run_1/io_fan.png
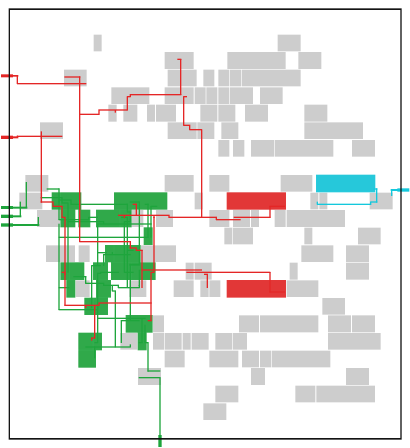
run_1/io_placement.png
Pins as bars across the die edge, other pins in grey.
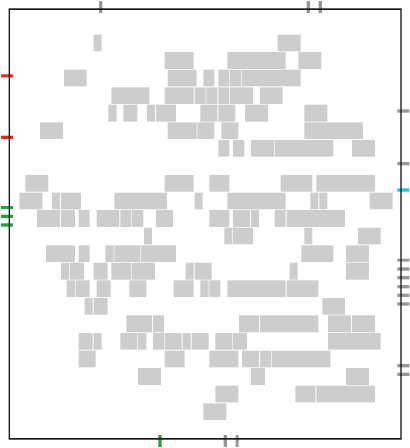
run_1/placement.png
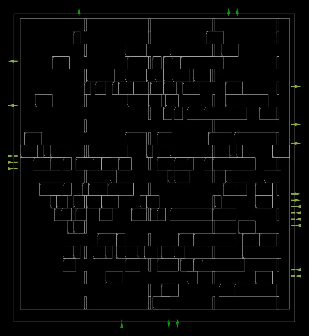
<file path="config.mk">
export PLATFORM = sky130hd
export DESIGN_NAME = rr_resource_arbiter
export DESIGN_NICKNAME = d
export VERILOG_FILES = /design/src/rtl/rr_arb_pkg.sv /design/src/rtl/rr_pick.sv /design/src/rtl/rr_resource_arbiter.sv
export SDC_FILE = /design/constraint.sdc
export NUM_CORES = 1
export LEC_CHECK = 0
export CAP_MARGIN = 20
export CORE_ASPECT_RATIO = 1.1
export CORE_UTILIZATION = 25
export DETAILED_ROUTE_END_ITERATION = 10
export GPL_ROUTABILITY_DRIVEN = 0
export MAX_ROUTING_LAYER = met4
export PLACE_DENSITY_LB_ADDON = 0.05
export SLEW_MARGIN = 25
export SYNTH_ARGS = -nofsm -noshare
export SYNTH_HDL_FRONTEND = slang
export SYNTH_SLANG_ARGS = --single-unit
</file>
<file path="constraint.sdc">
create_clock -name clk_i -period 2.6 [get_ports clk_i]
set_clock_uncertainty 0.2 [all_clocks]
set_input_delay 0.26 -clock clk_i [delete_from_list [all_inputs] [get_ports clk_i]]
set_output_delay 0.26 -clock clk_i [all_outputs]
set_load 0.01 [all_outputs]
</file>
<file path="src/rtl/rr_arb_pkg.sv">
// Shared definitions for the round-robin resource arbiter.
// Optional feature macro: RR_ARB_TIMEOUT_EN (hold timeout / revocation).
package rr_arb_pkg;

    // Largest supported number of requesters.
    localparam int RR_ARB_MAX_N = 16;

    // Arbiter FSM states. OWNED means the shared resource is ON.
    typedef enum logic [1:0] {
        IDLE     = 2'd0,
        OWNED    = 2'd1,
        COOLDOWN = 2'd2
    } arb_state_t;

endpackage

</file>
<file path="src/rtl/rr_pick.sv">
// Rotating-priority picker: finds the first set request at or above ptr_i,
// wrapping from N-1 back to 0. Purely combinational.
module rr_pick
    import rr_arb_pkg::*;
#(
    parameter int N = 4,
    localparam int IDX_W = (N > 1) ? $clog2(N) : 1
) (
    input  logic [N-1:0]     req_i,
    input  logic [IDX_W-1:0] ptr_i,
    output logic             valid_o,
    output logic [IDX_W-1:0] idx_o,
    output logic [N-1:0]     onehot_o
);

    // Scan from ptr_i upward; the first request seen is the winner.
    always_comb begin
        int j;
        j        = 0;
        valid_o  = 1'b0;
        idx_o    = '0;
        onehot_o = '0;
        for (int i = 0; i < N; i++) begin
            j = int'(ptr_i) + i;
            if (j >= N) begin
                j = j - N;
            end
            if (!valid_o && req_i[j]) begin
                valid_o     = 1'b1;
                idx_o       = IDX_W'(j);
                onehot_o[j] = 1'b1;
            end
        end
    end

endmodule

</file>
<file path="src/rtl/rr_resource_arbiter.sv">
// Round-robin arbiter sharing one ON/OFF resource among N requesters.
// busy_o drives the resource enable. Ownership ends on rel from the owner,
// or, when RR_ARB_TIMEOUT_EN is defined, on hold timeout (HOLD_MAX+1 cycles).
// Handshake: req_i is a level held until grant_o shows that agent; rel_i is a
// one-cycle pulse and only the bit of the current owner is acted on.
module rr_resource_arbiter
    import rr_arb_pkg::*;
#(
    parameter int N        = 4,
    parameter int HOLD_MAX = 15,
    localparam int IDX_W   = (N > 1) ? $clog2(N) : 1
) (
    input  logic             clk_i,
    input  logic             areset_n_i,
    input  logic [N-1:0]     req_i,
    input  logic [N-1:0]     rel_i,
    output logic [N-1:0]     grant_o,
    output logic             busy_o,
    output logic [IDX_W-1:0] owner_o,
    output logic             timeout_o,
    output arb_state_t       dbg_state_o,
    output logic [IDX_W-1:0] dbg_ptr_o
);

    localparam logic [IDX_W-1:0] LAST_IDX = IDX_W'(N - 1);

    arb_state_t       state_q, state_d;
    logic [IDX_W-1:0] ptr_q, ptr_d;
    logic [N-1:0]     grant_q, grant_d;
    logic [IDX_W-1:0] owner_q, owner_d;
    logic             busy_q, busy_d;
    logic             timeout_q, timeout_d;

    logic             pick_valid;
    logic [IDX_W-1:0] pick_idx;
    logic [N-1:0]     pick_onehot;

`ifdef RR_ARB_TIMEOUT_EN
    localparam int CNT_W = $clog2(HOLD_MAX + 1);
    localparam logic [CNT_W-1:0] HOLD_MAX_C = CNT_W'(HOLD_MAX);
    logic [CNT_W-1:0] cnt_q, cnt_d;
`endif

    rr_pick #(
        .N (N)
    ) u_pick (
        .req_i    (req_i),
        .ptr_i    (ptr_q),
        .valid_o  (pick_valid),
        .idx_o    (pick_idx),
        .onehot_o (pick_onehot)
    );

    // State, pointer and registered outputs.
    always_ff @(posedge clk_i or negedge areset_n_i) begin
        if (!areset_n_i) begin
            state_q   <= IDLE;
            ptr_q     <= '0;
            grant_q   <= '0;
            owner_q   <= '0;
            busy_q    <= 1'b0;
            timeout_q <= 1'b0;
        end else begin
            state_q   <= state_d;
            ptr_q     <= ptr_d;
            grant_q   <= grant_d;
            owner_q   <= owner_d;
            busy_q    <= busy_d;
            timeout_q <= timeout_d;
        end
    end

`ifdef RR_ARB_TIMEOUT_EN
    // Hold counter for the current owner.
    always_ff @(posedge clk_i or negedge areset_n_i) begin
        if (!areset_n_i) begin
            cnt_q <= '0;
        end else begin
            cnt_q <= cnt_d;
        end
    end
`endif

    // Next-state logic: grant from IDLE, release/timeout from OWNED, one OFF cycle in COOLDOWN.
    always_comb begin
        state_d   = state_q;
        ptr_d     = ptr_q;
        grant_d   = grant_q;
        owner_d   = owner_q;
        busy_d    = busy_q;
        timeout_d = 1'b0;
`ifdef RR_ARB_TIMEOUT_EN
        cnt_d     = cnt_q;
`endif
        case (state_q)
            IDLE: begin
                if (pick_valid) begin
                    state_d = OWNED;
                    grant_d = pick_onehot;
                    owner_d = pick_idx;
                    busy_d  = 1'b1;
                    ptr_d   = (pick_idx == LAST_IDX) ? '0 : pick_idx + 1'b1;
`ifdef RR_ARB_TIMEOUT_EN
                    cnt_d   = '0;
`endif
                end
            end
            OWNED: begin
                // A release always wins over a coincident timeout.
                if (rel_i[owner_q]) begin
                    state_d = COOLDOWN;
                    grant_d = '0;
                    owner_d = '0;
                    busy_d  = 1'b0;
                end
`ifdef RR_ARB_TIMEOUT_EN
                else if (cnt_q == HOLD_MAX_C) begin
                    state_d   = COOLDOWN;
                    grant_d   = '0;
                    owner_d   = '0;
                    busy_d    = 1'b0;
                    timeout_d = 1'b1;
                end else begin
                    cnt_d = cnt_q + 1'b1;
                end
`endif
            end
            COOLDOWN: begin
                state_d = IDLE;
            end
            default: begin
                state_d = IDLE;
                grant_d = '0;
                owner_d = '0;
                busy_d  = 1'b0;
            end
        endcase
    end

    assign grant_o     = grant_q;
    assign busy_o      = busy_q;
    assign owner_o     = owner_q;
    assign timeout_o   = timeout_q;
    assign dbg_state_o = state_q;
    assign dbg_ptr_o   = ptr_q;

endmodule

</file>
==> impl_metrics.toml, run 1 <==
# generated from flow reports
[outcome]
run_status = "finished, final reports clean"

[global_routing]
grt_antenna_before_repair = 0
grt_remaining_overflow = 0
grtUsageTotal_pct = 12.95

[critical_path]
end_kind = "flop"
crit_type = "flop to flop"
timing.rr.start = "dbg_ptr_o[1]"

[power_and_ir_drop]
swShare_pct = 42.93
power_frac_comb_pct = 69.7
clock_power_share_pct = 10.4
switchingPower_mw = 0.6956
p_leak_nw = 0.4949
peakVddDrop_v = 0.0003059

[timing]
report.final.slew_viol_count = 0
fmax_mhz = 440.8
setup_slack_ns = 0.3315
hold_slack_ns = 0.1571
setup-tns-final_ns = 0

[detailed_routing]
finalWirelength_um = 2255
avgViaCountPerCell = 4.886
routedLengthMet1_um = 1056
drtPass1Iterations = 4
ant_nets = 0
wl_met3_um = 87
drt-initial-drc-count = 35

[yosys]
fa_ha_area_share_pct = 6.658
syn_inst = 101
netlist_area_um2 = 939.7
synth_nets = 116
ys_ff = 11
ys_sh_simple_pct = 14.25
ys_chip_area_um2 = 939.7
yosysTopAreaCell = "dfrtp_1"
ys_seq_share_pct = 29.29

[layout]
largest_class = "logic gates"
nClkBuffers = 4
fin_util_pct = 34.33
logic_area_um2 = 598.1
lay_top_count = "clkdlybuf4s50_1"
nets = 141
lay_top_cells = "clkdlybuf4s50_1, dfrtp_1, nor2_1"
diodes = 0

[cts]
cts.clk_slew.worst_paths_ns = 0.05
clockBufferDepth = 2
cts_resized = 0

[placement]
dp.cells = 171
placed_area_um2 = 1200

[flow_run]
drv_cap = 0

[floorplan]
row_count = 23
About io_fan.png:
colour	port	bits	direction	end cells	wire
green	req_i	4	input	24	271 um
cyan	busy_o	1	output	1	14.4 um
red	dbg_ptr_o	2	output	2	242 um
Port Buffers: 20
Top Ports: 22

About io_placement.png:
colour	port	pins	direction	edge
cyan	busy_o	1	output	east
green	req_i	4	input	3 west, 1 south
red	dbg_ptr_o	2	output	west
Die Y: 66.30 um
Die X: 60.46 um

About placement.png:
tapcell count: 50
Layout Cells excl Fill: 175
Core ar.: 3626 um2
fill count: 397

[run 1: final timing paths]
check                                 end  slack (ns)  cells after the start
max reg2reg                    grant_o[0]        0.33                      6
min                        dbg_state_o[1]        0.16                      1
max                            grant_o[0]        0.33                      6
min reg2reg                        busy_o        0.27                      2
max in group asynchronous          busy_o        1.71                      1
min in group clk_i                 busy_o        0.27                      2
[run 1: layer usage]
layer	vias to the layer above	GRT usage, %
met5	-	-
met4	0	4.545
met3	2	1.174
met2	26	21.02
met1	400	16.61
li1	427	-
[run 1: worst max-delay path, delay by kind of cell (launching register included)]
family	cells	cell delay, ns
fa+ha+maj	1	0.32
flops	1	0.36
compound gates	3	0.59
buf+inv	1	0.09
mux	1	0.59
run_1/clk_routes.png
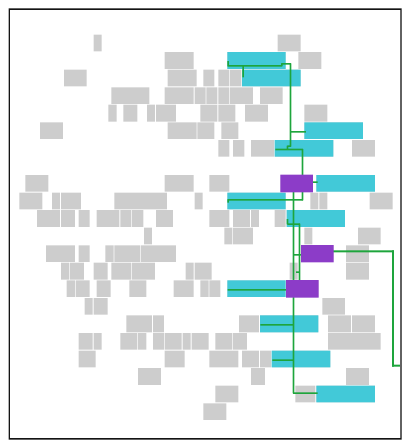

--- run 2 (diff from run 1) ---
--- a/config.mk
+++ b/config.mk
@@ -18 +18,2 @@
 export SYNTH_SLANG_ARGS = --single-unit
+export TNS_END_PERCENT = 1
==> constraint.sdc (replaced) <==
create_clock -name clk_i -period 2.6 [get_ports clk_i]
set_clock_uncertainty 0.2 [all_clocks]
set_input_delay 0.39 -clock clk_i [delete_from_list [all_inputs] [get_ports clk_i]]
set_output_delay 0.39 -clock clk_i [all_outputs]
set_load 0.01 [all_outputs]
run_2/clk_routes.png
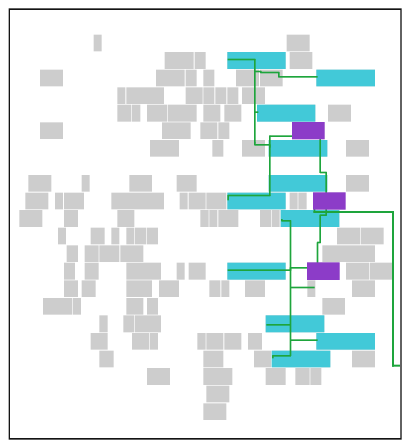
[cyan] flip-flops | count: 11
[green] clock wires | length: 179 um
[purple] clock drivers | count: 3
routed clock nets	4
Clk power: 0.171 mW
Clk pwr share: 10.5%
clk latency late pin: 0.23 ns

==> run 2 against run 1 <==
Combinational power barely moved. Critical path depth is the same. Synthesized cell count stayed put. Clock-buffer cell count unchanged. Cell count fell by 0.57%. Global-route usage increased by 0.63 points. Fmax is 1.2% lower. Sequential cell count did not move. Via count down 3.7%. Clock power about the same. Register-to-register slack got worse by 0.03 ns. Critical path type unchanged.
==> impl_metrics.toml, run 2 <==
# generated from flow reports
[detailed_routing]
drt-initial-drc-count = 13
avgViaCountPerCell = 4.730
drtPass1Iterations = 4
finalWirelength_um = 2290

[power_and_ir_drop]
power_frac_comb_pct = 69.6
p_leak_nw = 0.4897
switchingPower_mw = 0.6980

[critical_path]
r2r.worst_path.cells = 6
critPathBufInv = 1
rr_endpoint = "grant_o[1]"
end_kind = "flop"
crit_cells = 6
r2r_slack_ns = 0.30

[cts]
clockBufferDepth = 2
cts.clk_slew.worst_paths_ns = 0.05
cts_resized = 0

[timing]
setup_slack_ns = 0.3046
finalHoldViolCount = 0
fmax_mhz = 435.7
hold_slack_ns = 0.2726
report.final.slew_viol_count = 0

[yosys]
fa_ha_area_share_pct = 6.658
syn_inst = 101
ys_ff = 11
netlist_area_um2 = 939.7
yosysTopAreaCell = "dfrtp_1"
aoi_share_pct = 30.23
ys_sh_simple_pct = 14.25

[floorplan]
die_y_um = 66.30
die_w_um = 60.46
chipArea_um2 = 4008
row_count = 23
io_pins = 22

[placement]
placed_area_um2 = 1192
io_buffer_count = 20
dp_slack_ns = 0.1261
dp.cells = 170

[layout]
diodes = 0
nets = 140
fin_cells = 174
num-fill-cells = 405
lay_top_cells = "clkdlybuf4s50_1, dfrtp_1, nor2_1"
lay_top_count = "clkdlybuf4s50_1"
fin_util_pct = 34.13

[hold_path]
min_path_cells = 2
whs_endpoint = "busy_o"

[global_routing]
grt_antenna_before_repair = 0
grtUsageTotal_pct = 13.58
grt_remaining_overflow = 0

[flow_run]
warnings = 30
drv_cap = 0

[outcome]
run_status = "finished, final reports clean"
run_2/io_placement.png
Pins as bars across the die edge, other pins in grey.
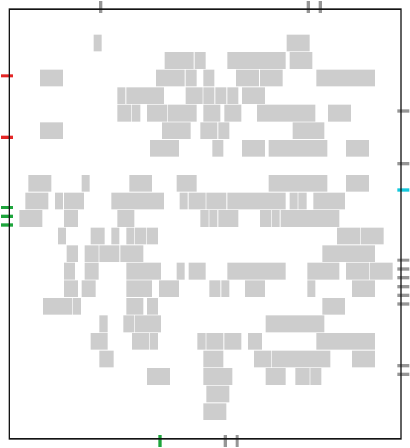
colour	port	pins	direction	edge
red	dbg_ptr_o	2	output	west
cyan	busy_o	1	output	east
green	req_i	4	input	3 west, 1 south
all pins by edge	11 east, 5 west, 3 south, 3 north

run 2: netlist changes by cell type in the layout (fill, tap and decap cells not counted):
cell   change
buf_4      -1
run 2: routing by layer:
layer | vias up | part of all wire [%] | global-route usage, %
li1 | 423 | - | -
met1 | 382 | 49 | 17.83
met2 | 16 | 47 | 21.02
met3 | 2 | 2.5 | 1.174
met4 | 0 | 1.0 | 5.966
met5 | - | 0 | -
run 2: area by class of cell:
| type | count | area (um2) | share of cell area (%) |
|---|---|---|---|
| Multi-Input combinational cell | 80 | 598.1 | 48.33 |
| Clock buffer | 4 | 45.04 | 3.640 |
| Inverter | 3 | 11.26 | 0.9100 |
| Timing Repair Buffer | 26 | 245.2 | 19.82 |
| Tap cell | 50 | 62.56 | 5.056 |
| Sequential cell | 11 | 275.3 | 22.24 |
--- run 3 (diff from run 2) ---
SKIP_LAST_GASP = 1   (was default)
run_3/io_fan.png
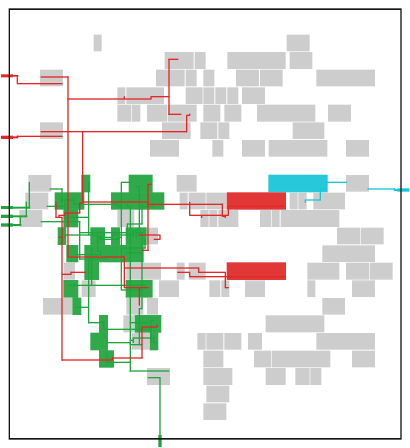
colour	port	bits	direction	end cells	wire
green	req_i	4	input	24	265 um
cyan	busy_o	1	output	1	13.8 um
red	dbg_ptr_o	2	output	2	285 um

==> run 3 against run 2 <==
Clock power hardly changed. Clock-buffer cell count stayed put. Cell count stayed put. Synthesized cell count stayed put. Critical path type unchanged. Largest power group unchanged. Highest routed layer unchanged.
==> impl_metrics.toml, run 3 <==
# generated from flow reports
[global_routing]
use_met2_pct = 21.02
grt_antenna_before_repair = 0
use_met1_pct = 17.83
use_met3_pct = 1.174
top_usage_layer = "met2"
grt_remaining_overflow = 0

[detailed_routing]
drtPass1Iterations = 4
dr.max_layer_used = "met4"
wl_met2_um = 1074
ant_nets = 0
drt-initial-drc-count = 13
wl_met3_um = 58
routedLengthMet1_um = 1133
avgViaCountPerCell = 4.730

[yosys]
yosysTopAreaCell = "dfrtp_1"
syn_inst = 101
ys_chip_area_um2 = 939.7
synth_nets = 116
netlist_area_um2 = 939.7
ys_ff = 11
ys_seq_share_pct = 29.29

[power_and_ir_drop]
peakVddDrop_v = 0.0003704
switchingPower_mw = 0.6980
clock_power_share_pct = 10.5
powerComb_mw = 1.13
p_leak_nw = 0.4897
p_seq_share_pct = 19.9
cellPowerDensity_nw_per_um2 = 1311
power_frac_comb_pct = 69.6
swShare_pct = 43.04
pg_clk_mw = 0.171

[cts]
clkLatencyLatePin_ns = 0.23
cts_sinks = 11
cts_resized = 0
cts.clk_slew.worst_paths_ns = 0.05
clockBufferDepth = 2

[layout]
design.seq.count = 11
num-nonclk-buffers = 26
regArea_um2 = 275.3
nets = 140
fin_util_pct = 34.13
clock_area_share_pct = 3.640
comb-cell-share_pct = 48.33
largest_class = "logic gates"
fin_cells = 174
lay_top_count = "clkdlybuf4s50_1"
logic_area_um2 = 598.1
bufAreaShareNonClock_pct = 19.82
seq_share_pct = 22.24
largest_reg_flops = 4
nMultiInputCombCells = 80
num-nonclk-inverters = 3
diodes = 0
num-fill-cells = 405
lay_top_cells = "clkdlybuf4s50_1, dfrtp_1, nor2_1"
nClkBuffers = 4

[critical_path]
end_kind = "flop"
critPathBufInv = 1
cp_top_family = "AND-OR/OR-AND gates"
r2r_slack_ns = 0.30
timing.rr.start = "dbg_ptr_o[1]"
r2r.worst_path.cells = 6
rr_endpoint = "grant_o[1]"
crit_type = "flop to flop"

[placement]
dp_slack_ns = 0.1261
dp.cells = 170

[timing]
report.final.slew_viol_count = 0
fmax_mhz = 435.7
setup_slack_ns = 0.3046
finalHoldViolCount = 0
hold_slack_ns = 0.2726
setup-tns-final_ns = 0

[floorplan]
core_area_um2 = 3626
chipArea_um2 = 4008
row_count = 23
io_pins = 22
die_y_um = 66.30
die_w_um = 60.46
tapCellCount = 50

[hold_path]
whs_endpoint = "busy_o"
min_path_cells = 2

[flow_run]
drv_cap = 0
warnings = 30

[outcome]
run_status = "finished, final reports clean"
run_3/wires.png
Bar = 20 um.
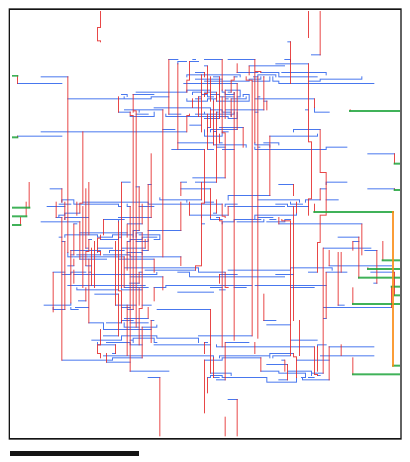
colour	layer	wire length
green	metal 3	58.9 um
orange	metal 4	23.8 um
blue	metal 1	1,130 um
red	metal 2	1,070 um
routed wire length: 2290 um
Vias: 823
WL per Instance: 13.16 um
GR Util All Layers: 13.58%

==> run 3: cells by family (layout without fill, tap and decap cells) <==
group,Yosys count,after routing,share of synthesized area [%]
AOI/OAI and AO/OA,37,37,30.23
and+or+nand+nor,28,28,14.25
DFF,11,11,29.29
buffers and inverters,10,33,7.057
muxes,6,6,9.320
adders and majority gates,5,5,6.658
xor gates and xnor gates,3,3,2.797
other,1,1,0.3991
==> run 3: worst max path at each step <==
stage	end	slack (ns)	depth (start not counted)
global placement	grant_o[1]	0.15	5
CTS	grant_o[1]	0.31	8
global route	grant_o[1]	0.14	8
floorplan	grant_o[1]	0.04	9
finish	grant_o[1]	0.30	6
detailed placement	grant_o[1]	0.13	5
Power figures rest on the tool's default switching activity, not on a simulated workload.
